==> images/final_congestion.png <==
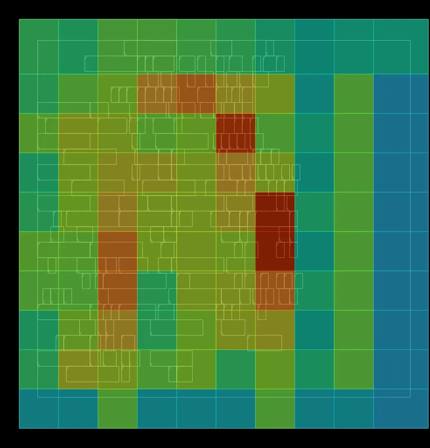
==> images/met2.png <==
Drawn at 6 px/um. Cells faint in the background.
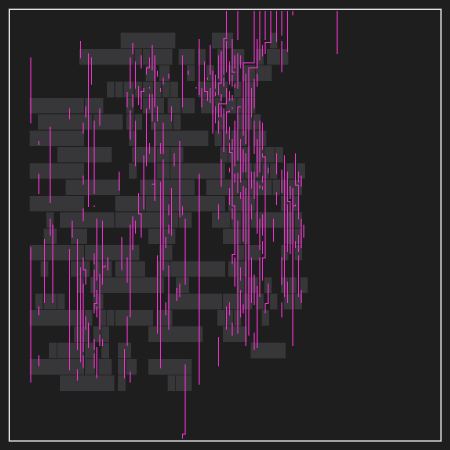
==> images/wire_density.png <==
Drawn at 4 px/um. 14 x 14 tiles, from dark blue (low) to red (high), scaled to the fullest tile. Values are wire area over tile area, all layers added.
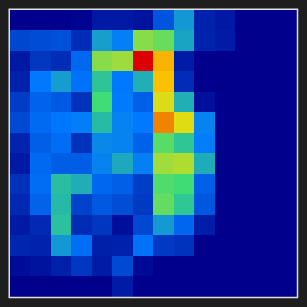
==> images/pins.png <==
Drawn at 6 px/um. Pins as bars across the die edge, other pins in grey.
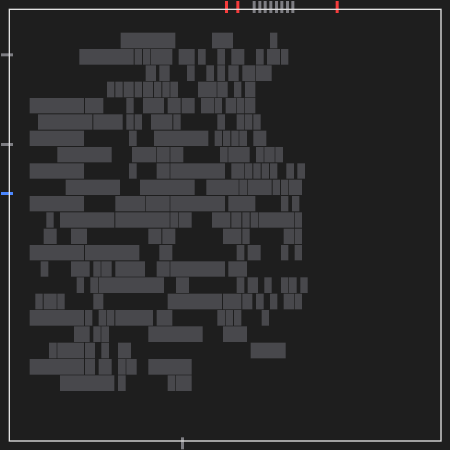
===== src/rtl/traffic_light_ctrl_param_if.sv =====
// Signal bundle between the traffic-light controller and its environment.
// All signals are plain levels with no valid/ready handshake. The sensor and
// request inputs may change at any time because the controller synchronises
// them. The lamp, state and tick outputs are registered-state decodes and are
// valid in every cycle.
interface traffic_light_ctrl_param_if;
    logic       i_Vs;
    logic       i_ped_req;
    logic       o_Main_red;
    logic       o_Main_yellow;
    logic       o_Main_green;
    logic       o_Side_red;
    logic       o_Side_yellow;
    logic       o_Side_green;
    logic       o_walk;
    logic [2:0] o_state;
    logic       o_tick;

    // The environment (sensors, request button, lamp observer) uses this side.
    modport master (
        output i_Vs, i_ped_req,
        input  o_Main_red, o_Main_yellow, o_Main_green,
        input  o_Side_red, o_Side_yellow, o_Side_green,
        input  o_walk, o_state, o_tick
    );

    // The controller uses this side.
    modport slave (
        input  i_Vs, i_ped_req,
        output o_Main_red, o_Main_yellow, o_Main_green,
        output o_Side_red, o_Side_yellow, o_Side_green,
        output o_walk, o_state, o_tick
    );
endinterface


===== src/rtl/traffic_light_ctrl_param.sv =====
// Main-road / side-road traffic-light controller with a pedestrian phase.
// A prescaler produces a one-cycle tick. The state machine and its dwell timer
// advance only on ticks. The main road stays green until a side-road vehicle
// or a pedestrian request is present.
module traffic_light_ctrl_param #(
    parameter int TICK_DIV     = 50,
    parameter int TW           = 8,
    parameter int LONG_TICKS   = 20,
    parameter int SHORT_TICKS  = 4,
    parameter int ALLRED_TICKS = 2
) (
    input  logic                         i_clk,
    input  logic                         i_reset,
    traffic_light_ctrl_param_if.slave    bus
);

    localparam int PW = (TICK_DIV > 1) ? $clog2(TICK_DIV) : 1;

    localparam logic [PW-1:0] DIV_LAST    = PW'(TICK_DIV - 1);
    localparam logic [TW-1:0] LONG_LAST   = TW'(LONG_TICKS - 1);
    localparam logic [TW-1:0] SHORT_LAST  = TW'(SHORT_TICKS - 1);
    localparam logic [TW-1:0] ALLRED_LAST = TW'(ALLRED_TICKS - 1);
    localparam logic [TW-1:0] TIMER_MAX   = '1;

    typedef enum logic [2:0] {
        MG  = 3'd0,
        MY  = 3'd1,
        AR1 = 3'd2,
        SG  = 3'd3,
        SY  = 3'd4,
        AR2 = 3'd5
    } state_t;

    state_t          state;
    state_t          state_nxt;
    logic [TW-1:0]   timer;
    logic [PW-1:0]   div_cnt;
    logic            tick;
    logic            advance;
    logic            vs_meta;
    logic            vs_s;
    logic            ped_meta;
    logic            ped_s;
    logic            ped_pending;

    // Two-flop synchronisers for the asynchronous sensor and request inputs.
    always_ff @(posedge i_clk or posedge i_reset) begin
        if (i_reset) begin
            vs_meta  <= 1'b0;
            vs_s     <= 1'b0;
            ped_meta <= 1'b0;
            ped_s    <= 1'b0;
        end else begin
            vs_meta  <= bus.i_Vs;
            vs_s     <= vs_meta;
            ped_meta <= bus.i_ped_req;
            ped_s    <= ped_meta;
        end
    end

    // Prescaler counts 0..TICK_DIV-1. The tick is its terminal count.
    always_ff @(posedge i_clk or posedge i_reset) begin
        if (i_reset) begin
            div_cnt <= '0;
        end else if (div_cnt == DIV_LAST) begin
            div_cnt <= '0;
        end else begin
            div_cnt <= div_cnt + 1'b1;
        end
    end

    // Gating with reset keeps the strobe low while reset is held, even when
    // TICK_DIV=1 makes the terminal count equal to the reset count.
    assign tick = (div_cnt == DIV_LAST) && !i_reset;

    // State register.
    always_ff @(posedge i_clk or posedge i_reset) begin
        if (i_reset) begin
            state <= MG;
        end else begin
            state <= state_nxt;
        end
    end

    // Next-state logic. Timed exits fire on the tick where the timer reaches
    // D-1, so each state lasts exactly D ticks. Unused codes recover to MG at once.
    always_comb begin
        state_nxt = state;
        case (state)
            MG: begin
                if (tick && (timer >= LONG_LAST) && (vs_s || ped_pending)) begin
                    state_nxt = MY;
                end
            end
            MY: begin
                if (tick && (timer == SHORT_LAST)) begin
                    state_nxt = AR1;
                end
            end
            AR1: begin
                if (tick && (timer == ALLRED_LAST)) begin
                    state_nxt = SG;
                end
            end
            SG: begin
                if (tick && ((timer == LONG_LAST) ||
                             ((timer >= SHORT_LAST) && !vs_s))) begin
                    state_nxt = SY;
                end
            end
            SY: begin
                if (tick && (timer == SHORT_LAST)) begin
                    state_nxt = AR2;
                end
            end
            AR2: begin
                if (tick && (timer == ALLRED_LAST)) begin
                    state_nxt = MG;
                end
            end
            default: begin
                state_nxt = MG;
            end
        endcase
    end

    assign advance = (state_nxt != state);

    // Dwell timer clears on every state change and otherwise counts ticks.
    // It saturates so that an indefinitely held MG never wraps below the
    // green threshold.
    always_ff @(posedge i_clk or posedge i_reset) begin
        if (i_reset) begin
            timer <= '0;
        end else if (advance) begin
            timer <= '0;
        end else if (tick && (timer != TIMER_MAX)) begin
            timer <= timer + 1'b1;
        end
    end

    // Pedestrian request latch. A request is remembered in any state except
    // SG, and it is consumed when SG is entered. A request that arrives on the
    // AR1->SG edge wins and stays pending for the next cycle.
    always_ff @(posedge i_clk or posedge i_reset) begin
        if (i_reset) begin
            ped_pending <= 1'b0;
        end else if (ped_s && (state != SG)) begin
            ped_pending <= 1'b1;
        end else if ((state == AR1) && (state_nxt == SG)) begin
            ped_pending <= 1'b0;
        end
    end

    // Lamp decode from the state register alone. Unused codes show red both ways.
    always_comb begin
        bus.o_Main_red    = 1'b1;
        bus.o_Main_yellow = 1'b0;
        bus.o_Main_green  = 1'b0;
        bus.o_Side_red    = 1'b1;
        bus.o_Side_yellow = 1'b0;
        bus.o_Side_green  = 1'b0;
        bus.o_walk        = 1'b0;
        case (state)
            MG: begin
                bus.o_Main_red   = 1'b0;
                bus.o_Main_green = 1'b1;
            end
            MY: begin
                bus.o_Main_red    = 1'b0;
                bus.o_Main_yellow = 1'b1;
            end
            SG: begin
                bus.o_Side_red   = 1'b0;
                bus.o_Side_green = 1'b1;
                bus.o_walk       = 1'b1;
            end
            SY: begin
                bus.o_Side_red    = 1'b0;
                bus.o_Side_yellow = 1'b1;
            end
            default: begin
            end
        endcase
    end

    assign bus.o_state = state;
    assign bus.o_tick  = tick;

endmodule


===== src/flat_wrapper.sv =====
// flat-port wrapper written by rule: the top's interface ports become plain ports
module traffic_light_ctrl_param_flat 
#(
    parameter int TICK_DIV     = 50,
    parameter int TW           = 8,
    parameter int LONG_TICKS   = 20,
    parameter int SHORT_TICKS  = 4,
    parameter int ALLRED_TICKS = 2
)
  (i_clk, i_reset, bus_i_Vs, bus_i_ped_req, bus_o_Main_red, bus_o_Main_yellow, bus_o_Main_green, bus_o_Side_red, bus_o_Side_yellow, bus_o_Side_green, bus_o_walk, bus_o_state, bus_o_tick);
  traffic_light_ctrl_param_if bus_i ();
  input  logic i_clk;
  input  logic i_reset;
  input wire logic [$bits(bus_i.i_Vs)-1:0] bus_i_Vs;
  input wire logic [$bits(bus_i.i_ped_req)-1:0] bus_i_ped_req;
  output wire logic [$bits(bus_i.o_Main_red)-1:0] bus_o_Main_red;
  output wire logic [$bits(bus_i.o_Main_yellow)-1:0] bus_o_Main_yellow;
  output wire logic [$bits(bus_i.o_Main_green)-1:0] bus_o_Main_green;
  output wire logic [$bits(bus_i.o_Side_red)-1:0] bus_o_Side_red;
  output wire logic [$bits(bus_i.o_Side_yellow)-1:0] bus_o_Side_yellow;
  output wire logic [$bits(bus_i.o_Side_green)-1:0] bus_o_Side_green;
  output wire logic [$bits(bus_i.o_walk)-1:0] bus_o_walk;
  output wire logic [$bits(bus_i.o_state)-1:0] bus_o_state;
  output wire logic [$bits(bus_i.o_tick)-1:0] bus_o_tick;
  assign bus_i.i_Vs = bus_i_Vs;
  assign bus_i.i_ped_req = bus_i_ped_req;
  assign bus_o_Main_red = bus_i.o_Main_red;
  assign bus_o_Main_yellow = bus_i.o_Main_yellow;
  assign bus_o_Main_green = bus_i.o_Main_green;
  assign bus_o_Side_red = bus_i.o_Side_red;
  assign bus_o_Side_yellow = bus_i.o_Side_yellow;
  assign bus_o_Side_green = bus_i.o_Side_green;
  assign bus_o_walk = bus_i.o_walk;
  assign bus_o_state = bus_i.o_state;
  assign bus_o_tick = bus_i.o_tick;
  traffic_light_ctrl_param #(.TICK_DIV(TICK_DIV), .TW(TW), .LONG_TICKS(LONG_TICKS), .SHORT_TICKS(SHORT_TICKS), .ALLRED_TICKS(ALLRED_TICKS)) u_core (.i_clk(i_clk), .i_reset(i_reset), .bus(bus_i));
endmodule

===== config.mk =====
export PLATFORM = sky130hd
export DESIGN_NAME = traffic_light_ctrl_param_flat
export DESIGN_NICKNAME = d
export VERILOG_FILES = /design/src/rtl/traffic_light_ctrl_param_if.sv /design/src/rtl/traffic_light_ctrl_param.sv /design/src/flat_wrapper.sv
export SDC_FILE = /design/constraint.sdc
export NUM_CORES = 1
export LEC_CHECK = 0
export ABC_AREA = 1
export CAP_MARGIN = 20
export CORE_MARGIN = 3
export CORE_UTILIZATION = 31
export CTS_CLUSTER_SIZE = 12
export DETAILED_ROUTE_END_ITERATION = 7
export DONT_BUFFER_PORTS = 1
export PLACE_DENSITY = 0.56
export SLEW_MARGIN = 20
export SYNTH_ARGS = -nofsm -noshare
export SYNTH_HDL_FRONTEND = slang
export SYNTH_SLANG_ARGS = --single-unit

===== constraint.sdc =====
create_clock -name i_clk -period 1.83 [get_ports i_clk]
set_input_delay 0.366 -clock i_clk [delete_from_list [all_inputs] [get_ports i_clk]]
set_output_delay 0.366 -clock i_clk [all_outputs]
set_load 0.005 [all_outputs]

==> deck_impl_summary.md <==
Physical Implementation Snapshot

Power and ir drop
  – Comb pwr share: 0.026
  – Net Sw Power: 0.1665 mW
  – VDD IR-drop max: 0.0005621 V
  – Pwr dens: 602.7 mW/mm2
  – Switching Share: 0.1744

Drt
  – Final antenna-violating net count: 0
  – Router iterations before antenna repair: 4
  – Routed length per instance: 11.41 um
  – DR DRC count: 0
  – Initial DRC Count: 43

Critical path
  – Crit end category: flop
  – Arrival time worst endpoint: 1890 ps
  – Crit Path Max Fanout: 8

Synthesis
  – Net Count, Synth: 182
  – Synth top area cells: dfrtp_1 41%, nand2_1 11%, inv_1 8.7%
  – Ys flops: 22
  – Unique cell types: 26
  – Cell type with the largest total area: dfrtp_1
  – Yosys warning tally: 0

Clock tree
  – Root Driver: clkbuf_8
  – Clock latency on the worst-skew pair: 260 ps
  – Clk slew on worst S/H paths: 80 ps
  – Max clock buf depth: 2
  – CTS H-tree lvls: 1

Final timing
  – Fin crit period: 1735 ps
  – Hold slack: 22.01 ps
  – Post-Route Setup TNS: 0 ps
  – RSZ-0062 raised after global routing: true
  – Final Skew: 3.975 ps
  – Final setup vio count: 0

Global routing
  – Gr ovfl total: 0

Final layout
  – Signal buf overhead: 0.02844
  – Clock-cell share of area: 0.04502
  – Most used logic cell in the final layout: nand2_1
  – Seq area share: 0.3476
  – Comb gates: 117

Floorplanning
  – FP Rows: 23
  – Core Box Area: 0.004086 mm2

Place
  – Pre-CTS setup slack: 81.54 ps

Status
  – Status: complete, no violations
-- final_congestion.png (at the start) --
grt met2 use: 0.1714
met3 GRT Util: 0.01262

-- met2.png (at the start) --
wire length on this layer: 1280 um
nets with wire on the layer: 151

-- wire_density.png (at the start) --
mean over tiles: 0.083
nearly empty tiles: 38%
fullest tile: 0.52
tiles over half the peak: 8.7%
emptiest ninth of the die: south-east
WL final: 2671 um
All-Layer GR Usage: 0.1069

-- pins.png (at the start) --
legend:
  red:
    port: bus_o_state
    pins: 3
    direction: output
    edge: north
  blue:
    port: bus_i_Vs
    pins: 1
    direction: input
    edge: west
all pins by edge: 11 north, 3 west, 1 south
I/O Buffers: 0
die height: 71.72 um
Die W: 71.72 um

## registers in the layout (all words and copies together), names as in the netlist
| register | flops |
|---|---|
| u_core.bus.o_state | 3 |
| u_core.div_cnt | 6 |
| u_core.ped_meta | 1 |
| u_core.ped_pending | 1 |
| u_core.ped_s | 1 |
| u_core.timer | 8 |
| u_core.vs_meta | 1 |
| u_core.vs_s | 1 |
## Yosys cell counts (all sizes together)
cell type / instances
buf: 1
xor2: 4
a22o: 1
clkinv: 2
nand4: 1
a21oi: 2
ha: 4
dfrtp: 22
inv: 33
nand3: 17
xnor2: 1
or2: 4
nor2: 27
nor4: 1
nor3: 8
o221ai: 1
nand2: 44
o21ai: 1
## stage by stage
stage | cell area [um2] | std cells | utilization
floorplan | 1339 | 174 | -
global placement | 1424 | 227 | 0.3484
detailed placement | 1424 | 227 | 0.3484
CTS | 1495 | 231 | 0.3659
global route | 1584 | 234 | 0.3876
finish | 1584 | 234 | 0.3876
## worst max-delay path, stage by stage, from the launching register on
cell and delay (ps):
dfrtp_1 410, inv_2 80, ha_4 130, nand3_4 120, nor2_8 210, nand2_1 70, nand2_1 80, nand2_2 70
inv_2 50, nand3_2 80, nand2_2 60, nand2_2 70, nand2_4 150, nor2_4 50
## what timing repair did
item | 4_1_cts | 5_1_grt
setup buffers | 0 | 2
endpoints found under the setup margin | 0 | 8
resized | 0 | 18
## power by group through the flow
| stage | registers, mW | clock network, mW | logic [mW] |
|---|---|---|---|
| 6_report | 0.491 | 0.439 | 0.0248 |
| 5_1_grt | 0.492 | 0.469 | 0.0277 |
| 4_1_cts | 0.491 | 0.456 | 0.0236 |
| 3_5_place_dp | 0.501 | 0 | 0.0234 |
| 3_3_place_gp | 0.501 | 0 | 0.0235 |
| 2_1_floorplan | 0.501 | 0 | 0.0168 |
## logic make-up (layout without fill, tap and decap cells)
logic type | after synthesis | count (layout) | synth area share
adders and majority gates | 4 | 4 | 0.03738
AOI/OAI and AO/OA | 5 | 5 | 0.02430
and+or+nand+nor | 102 | 103 | 0.3907
DFF | 22 | 22 | 0.4112
buffers and inverters | 36 | 45 | 0.1037
xor gates and xnor gates | 5 | 5 | 0.03271
## routing by layer
layer,vias to the layer above,GRT usage,wire [um]
li1,551,-,-
met1,492,0.1450,1206
met2,28,0.1714,1279
met3,7,0.01262,102
met4,0,0.04593,82
met5,-,0,0
## path summary, 6_finish.rpt
check / start / endpoint / slack (ps) / cells after the start
hold reg to reg: u_core.vs_meta / u_core.vs_s / 350 / 0
min in group i_clk: bus_i_ped_req / u_core.ped_meta / 130 / 0
setup reg to reg: u_core.div_cnt[1] / u_core.timer[1] / 90 / 13
setup / recovery: u_core.div_cnt[1] / u_core.timer[1] / 90 / 13
max in group asynchronous: i_reset / u_core.div_cnt[5] / 1590 / 2
hold / removal: i_reset / u_core.div_cnt[2] / 20 / 2
Power figures rest on the tool's default switching activity, not on a simulated workload.
